**config.mk**
```make
export PLATFORM = sky130hd
export DESIGN_NAME = sb_tx_scheduler
export DESIGN_NICKNAME = d
export VERILOG_FILES = /design/src/rtl/sb_codex_pkg.sv /design/src/rtl/sb_tx_scheduler_arb.sv /design/src/rtl/sb_tx_scheduler.sv
export SDC_FILE = /design/constraint.sdc
export NUM_CORES = 1
export LEC_CHECK = 0
export ABC_AREA = 1
export CORE_AREA = 2 2 179 181
export CTS_CLUSTER_SIZE = 28
export DETAILED_ROUTE_END_ITERATION = 16
export DIE_AREA = 0 0 181 183
export PLACE_DENSITY = 0.7
export SLEW_MARGIN = 20
export SYNTH_ARGS = -nofsm -noshare
export SYNTH_HDL_FRONTEND = slang
export SYNTH_HIERARCHICAL = 1
export SYNTH_SLANG_ARGS = --single-unit
```
**constraint.sdc**
```tcl
create_clock -name clk -period 2.95 [get_ports clk]
set_clock_uncertainty 0.1 [all_clocks]
set_input_delay 0.295 -clock clk [delete_from_list [all_inputs] [get_ports clk]]
set_output_delay 0.295 -clock clk [all_outputs]
set_load 0.01 [all_outputs]
```
**src/rtl/sb_codex_pkg.sv**
```systemverilog
// Shared sideband definitions: header parity bit positions, TX scheduler state
// encoding and the header parity helper used by sb_tx_scheduler.
package sb_codex_pkg;

  localparam int SB_WORD_W     = 64;
  localparam int SB_HDR_CP_BIT = 62;
  localparam int SB_HDR_DP_BIT = 63;

  typedef enum logic [1:0] {
    IDLE = 2'd0,
    HDR  = 2'd1,
    DATA = 2'd2,
    GAP  = 2'd3
  } sb_tx_state_t;

  // cp covers header bits [61:0]; dp covers the payload only when one is sent.
  function automatic logic [SB_WORD_W-1:0] sb_hdr_with_parity(
    input logic [SB_WORD_W-1:0] hdr,
    input logic [SB_WORD_W-1:0] data,
    input logic                 has_data
  );
    logic [SB_WORD_W-1:0] h;
    h                = hdr;
    h[SB_HDR_CP_BIT] = ^hdr[SB_HDR_CP_BIT-1:0];
    h[SB_HDR_DP_BIT] = has_data ? ^data : 1'b0;
    return h;
  endfunction

endpackage

```
**src/rtl/sb_tx_scheduler_arb.sv**
```systemverilog
// Combinational round-robin arbiter: grants the first requester at or after
// ptr, wrapping around NUM_REQ.
module sb_rr_arbiter #(
  parameter int NUM_REQ   = 3,
  parameter int REQ_IDX_W = $clog2(NUM_REQ)
) (
  input  logic [NUM_REQ-1:0]   req,
  input  logic [REQ_IDX_W-1:0] ptr,
  output logic [NUM_REQ-1:0]   gnt,
  output logic [REQ_IDX_W-1:0] gnt_idx,
  output logic                 gnt_valid
);

  // Scan from the farthest offset to the nearest so the nearest hit wins.
  always_comb begin
    int idx;
    gnt       = '0;
    gnt_idx   = '0;
    gnt_valid = 1'b0;
    for (int off = NUM_REQ - 1; off >= 0; off--) begin
      idx = int'(ptr) + off;
      if (idx >= NUM_REQ) idx = idx - NUM_REQ;
      if (req[idx]) begin
        gnt        = '0;
        gnt[idx]   = 1'b1;
        gnt_idx    = REQ_IDX_W'(idx);
        gnt_valid  = 1'b1;
      end
    end
  end

endmodule

```
**src/rtl/sb_tx_scheduler.sv**
```systemverilog
// Round-robin sideband TX scheduler: header beat, optional data beat, idle gap.
// Optional macro SB_TX_PARITY_EN overwrites header cp/dp bits at grant time.
module sb_tx_scheduler
  import sb_codex_pkg::*;
#(
  parameter int NUM_REQ    = 3,
  parameter int GAP_CYCLES = 4,
  parameter int REQ_IDX_W  = $clog2(NUM_REQ)
) (
  input  logic                      clk,
  input  logic                      rst_n,
  input  logic [NUM_REQ-1:0]        req_valid,
  input  logic [NUM_REQ*64-1:0]     req_hdr,
  input  logic [NUM_REQ*64-1:0]     req_data,
  input  logic [NUM_REQ-1:0]        req_has_data,
  output logic [NUM_REQ-1:0]        req_ack,
  output logic                      tx_valid,
  output logic [63:0]               tx_word,
  output logic                      tx_is_hdr,
  input  logic                      tx_ready,
  output logic                      busy,
  output logic [REQ_IDX_W-1:0]      grant_idx
);

  sb_tx_state_t         state_q, state_d;
  logic [REQ_IDX_W-1:0] ptr_q, ptr_d;
  logic [REQ_IDX_W-1:0] grant_idx_q, grant_idx_d;
  logic [NUM_REQ-1:0]   gnt_oh_q, gnt_oh_d;
  logic [NUM_REQ-1:0]   req_ack_q, req_ack_d;
  logic [63:0]          data_q, data_d;
  logic [63:0]          tx_word_q, tx_word_d;
  logic                 has_data_q, has_data_d;
  logic                 tx_valid_q, tx_valid_d;
  logic                 tx_is_hdr_q, tx_is_hdr_d;
  logic [3:0]           gap_cnt_q, gap_cnt_d;

  logic [NUM_REQ-1:0]   arb_gnt;
  logic [REQ_IDX_W-1:0] arb_idx;
  logic                 arb_valid;
  logic [63:0]          sel_hdr, sel_data, grant_hdr;
  logic                 sel_has_data;
  logic                 complete;

  sb_rr_arbiter #(
    .NUM_REQ   (NUM_REQ),
    .REQ_IDX_W (REQ_IDX_W)
  ) u_arb (
    .req       (req_valid),
    .ptr       (ptr_q),
    .gnt       (arb_gnt),
    .gnt_idx   (arb_idx),
    .gnt_valid (arb_valid)
  );

  assign sel_hdr      = req_hdr[64*int'(arb_idx) +: 64];
  assign sel_data     = req_data[64*int'(arb_idx) +: 64];
  assign sel_has_data = req_has_data[arb_idx];

`ifdef SB_TX_PARITY_EN
  assign grant_hdr = sb_hdr_with_parity(sel_hdr, sel_data, sel_has_data);
`else
  assign grant_hdr = sel_hdr;
`endif

  always_comb begin
    state_d     = state_q;
    ptr_d       = ptr_q;
    grant_idx_d = grant_idx_q;
    gnt_oh_d    = gnt_oh_q;
    req_ack_d   = '0;
    data_d      = data_q;
    has_data_d  = has_data_q;
    tx_valid_d  = tx_valid_q;
    tx_word_d   = tx_word_q;
    tx_is_hdr_d = tx_is_hdr_q;
    gap_cnt_d   = gap_cnt_q;
    complete    = 1'b0;

    unique case (state_q)
      IDLE: begin
        if (arb_valid) begin
          grant_idx_d = arb_idx;
          gnt_oh_d    = arb_gnt;
          data_d      = sel_data;
          has_data_d  = sel_has_data;
          tx_valid_d  = 1'b1;
          tx_is_hdr_d = 1'b1;
          tx_word_d   = grant_hdr;
          state_d     = HDR;
        end
      end
      HDR: begin
        if (tx_ready) begin
          if (has_data_q) begin
            tx_word_d   = data_q;
            tx_is_hdr_d = 1'b0;
            state_d     = DATA;
          end else begin
            complete = 1'b1;
          end
        end
      end
      DATA: begin
        if (tx_ready) complete = 1'b1;
      end
      GAP: begin
        if (gap_cnt_q <= 4'd1) begin
          gap_cnt_d = '0;
          state_d   = IDLE;
        end else begin
          gap_cnt_d = gap_cnt_q - 4'd1;
        end
      end
      default: state_d = IDLE;
    endcase

    if (complete) begin
      req_ack_d   = gnt_oh_q;
      ptr_d       = (grant_idx_q == REQ_IDX_W'(NUM_REQ - 1)) ? '0
                                                             : grant_idx_q + REQ_IDX_W'(1);
      tx_valid_d  = 1'b0;
      tx_is_hdr_d = 1'b0;
      tx_word_d   = '0;
      if (GAP_CYCLES == 0) begin
        state_d = IDLE;
      end else begin
        state_d   = GAP;
        gap_cnt_d = 4'(GAP_CYCLES);
      end
    end
  end

  always_ff @(posedge clk or negedge rst_n) begin
    if (!rst_n) begin
      state_q     <= IDLE;
      ptr_q       <= '0;
      grant_idx_q <= '0;
      gnt_oh_q    <= '0;
      req_ack_q   <= '0;
      data_q      <= '0;
      has_data_q  <= 1'b0;
      tx_valid_q  <= 1'b0;
      tx_word_q   <= '0;
      tx_is_hdr_q <= 1'b0;
      gap_cnt_q   <= '0;
    end else begin
      state_q     <= state_d;
      ptr_q       <= ptr_d;
      grant_idx_q <= grant_idx_d;
      gnt_oh_q    <= gnt_oh_d;
      req_ack_q   <= req_ack_d;
      data_q      <= data_d;
      has_data_q  <= has_data_d;
      tx_valid_q  <= tx_valid_d;
      tx_word_q   <= tx_word_d;
      tx_is_hdr_q <= tx_is_hdr_d;
      gap_cnt_q   <= gap_cnt_d;
    end
  end

  assign req_ack   = req_ack_q;
  assign tx_valid  = tx_valid_q;
  assign tx_word   = tx_word_q;
  assign tx_is_hdr = tx_is_hdr_q;
  assign busy      = (state_q != IDLE);
  assign grant_idx = grant_idx_q;

endmodule

```
Run 1, M1 wires:
Scale bar: 50 um.
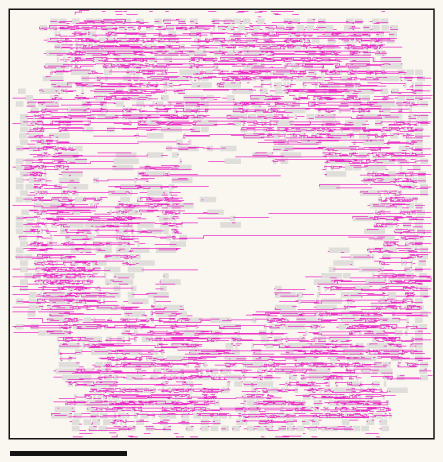
- share of all routed wire: 43%
- longest straight run: 86.2 um
- wire length on this layer: 17,800 um
- nets with wire on the layer: 1,998

Run 1, the metal 2 layer:
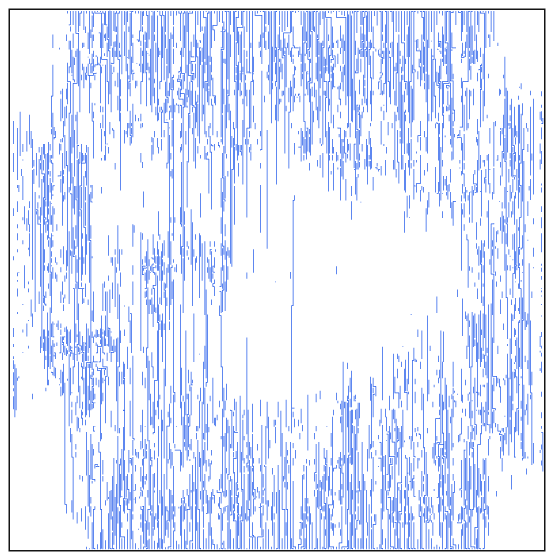
- longest straight run: 62.6 um
- wire length on this layer: 19,400 um
- share of all routed wire: 47%
- main direction: vertical
- nets with wire on the layer: 1,771

==> impl_metrics.json, run 1 <==
{
  "status": "completed",
  "relSlewSlack_pct": 47.0,
  "simple_gate_area_share_pct": 37.9,
  "warnings": 33,
  "drtIter0Drc": 796,
  "top_cells_by_area": "dfrtp_1, nand2_1, nor2_1",
  "comb_area_um2": 5100,
  "cts_resized": 0,
  "maxCapViolCount": 0,
  "dr.pass1.iters": 5,
  "endpoint": "tx_word[32]",
  "synth_area_um2": 9400,
  "critPathTopFamily": "simple AND/OR/NAND/NOR gates",
  "synthAdderAreaFrac_pct": 1.33,
  "p_clk_mw": 2.17,
  "num_vias": 11400,
  "switchingPower_mw": 8.14,
  "grt_use_met3_pct": 4.57,
  "clock_sinks": 147,
  "worst_slack_ns": 0.226,
  "met1_usage_pct": 31.5,
  "hpwl_um": 29800,
  "chip_area_um2": 33100,
  "r2r-end": "tx_word[32]",
  "most_common_cell": "nand2_1",
  "drt-met1-wl_um": 17800,
  "worstSetupStartpoint": "ptr_q[0]",
  "nets": 2269,
  "ys.flops": 147,
  "areaGrowthSynthToFinish_pct": 60.4,
  "setup_viol": 0,
  "ys_cells": 1447,
  "syn_avg_cell_area_um2": 6.50,
  "path_buffers": 4,
  "synth-edff-count": 0,
  "hold_buffers": 1,
  "final_antenna_net_count": 0,
  "core_area_um2": 31200
}
Run 1, M3 wires:
Scale bar: 50 um.
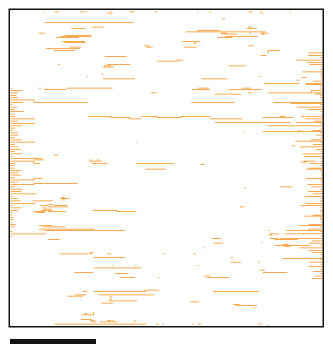
- longest straight run: 52.7 um
- wire length on this layer: 2,590 um
- main direction: horizontal

run 1: layout by cell type, fill, tap and decap left out, drive strengths merged, types with 3 or more instances in the layout:
cell type / Yosys / routed
clkdlybuf4s50: 0 / 463
ha: 10 / 10
nor2: 417 / 417
a31oi: 22 / 22
o311ai: 43 / 43
o21ai: 162 / 162
dfrtp: 147 / 147
clkinv: 0 / 4
nand2: 479 / 479
nand4: 3 / 3
clkinvlp: 0 / 3
inv: 32 / 36
buf: 58 / 35
clkbuf: 41 / 20
nand3: 26 / 26
run 1: area by class of cell:
type,count,share of cell area (%)
Antenna cell,1,0.0166
Clock buffer,20,2.96
Inverter,32,0.863
Multi-Input combinational cell,1169,33.8
Timing Repair Buffer,499,33.8
Tap cell,402,3.34
Sequential cell,147,24.4
Clock inverter,12,0.813
==> inputs of run 2 (changes only) <==
--- a/config.mk
+++ b/config.mk
@@ -11,6 +11,7 @@
 export DETAILED_ROUTE_END_ITERATION = 16
 export DIE_AREA = 0 0 181 183
 export PLACE_DENSITY = 0.7
+export RECOVER_POWER = 50
 export SLEW_MARGIN = 20
 export SYNTH_ARGS = -nofsm -noshare
 export SYNTH_HDL_FRONTEND = slang
Run 2, the metal 2 layer:
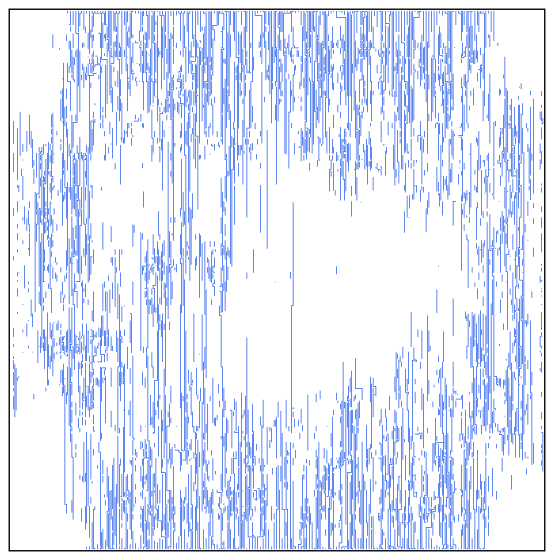
- longest straight run: 95.5 um
- nets with wire on the layer: 1,762
- main direction: vertical

==> run 2 against run 1 <==
First-iteration DRC count is 6.8% lower. Core utilization is 0.096 points lower. Critical path type unchanged. Combinational power hardly changed. Largest cell class is now multi-input combinational cells. Setup slack better by 0.0055 ns. The flow now finishes with violations (max-capacitance violations, max-slew violations). Sequential cell count stayed put. Sequential power hardly changed. Synthesized area stayed put. Critical path depth stayed put. Routed wire length is 0.20% higher. Fmax is 0.20% higher.
==> impl_metrics.json, run 2 <==
{
  "status": "finished with violations",
  "violations": "max-capacitance violations, max-slew violations",
  "synth_area_um2": 9400,
  "final_cell_mix": "nand2_1, clkdlybuf4s50_1, nor2_1, dfrtp_1, o21ai_0",
  "met1_usage_pct": 31.5,
  "hpwl_um": 29800,
  "core_area_um2": 31200,
  "slew_viol_final": 79,
  "hold_buffers": 1,
  "switchingPower_mw": 8.13,
  "worst_slack_ns": 0.231,
  "setup_viol": 0,
  "maxCapViolCount": 1,
  "r2r-end": "tx_word[32]",
  "grt_use_met3_pct": 4.57,
  "synth-edff-count": 0,
  "cts_resized": 0,
  "warnings": 33,
  "num_vias": 11400,
  "clock_sinks": 147,
  "drtIter0Drc": 742,
  "dr.pass1.iters": 5,
  "synthAdderAreaFrac_pct": 1.33,
  "most_common_cell": "nand2_1",
  "chip_area_um2": 33100
}
## run 2: area by class of cell
class	instances	area [um^2]	area share, %
Sequential cell	147	3680	24.4
Clock inverter	12	123	0.815
Clock buffer	20	447	2.97
Multi-Input combinational cell	1169	5090	33.9
Antenna cell	1	2.50	0.0166
Timing Repair Buffer	499	5070	33.7
Tap cell	402	503	3.34
Inverter	32	130	0.865
## run 2: worst max-delay path: stages (launching register included)
cell and delay, ns:
dfrtp_1 0.40, inv_1 0.09, ha_2 0.39, inv_2 0.09, nand2_1 0.07, nand3_1 0.11
nand2_1 0.12, nand3_2 0.13, nand3_4 0.16, buf_12 0.26, buf_12 0.19, o21ai_0 0.09
nor2_1 0.13, nor2_2 0.06, nor2_1 0.09, nand2_1 0.06, nand2_1 0.07
No activity file was given, so power comes from the tool's default toggle rates.
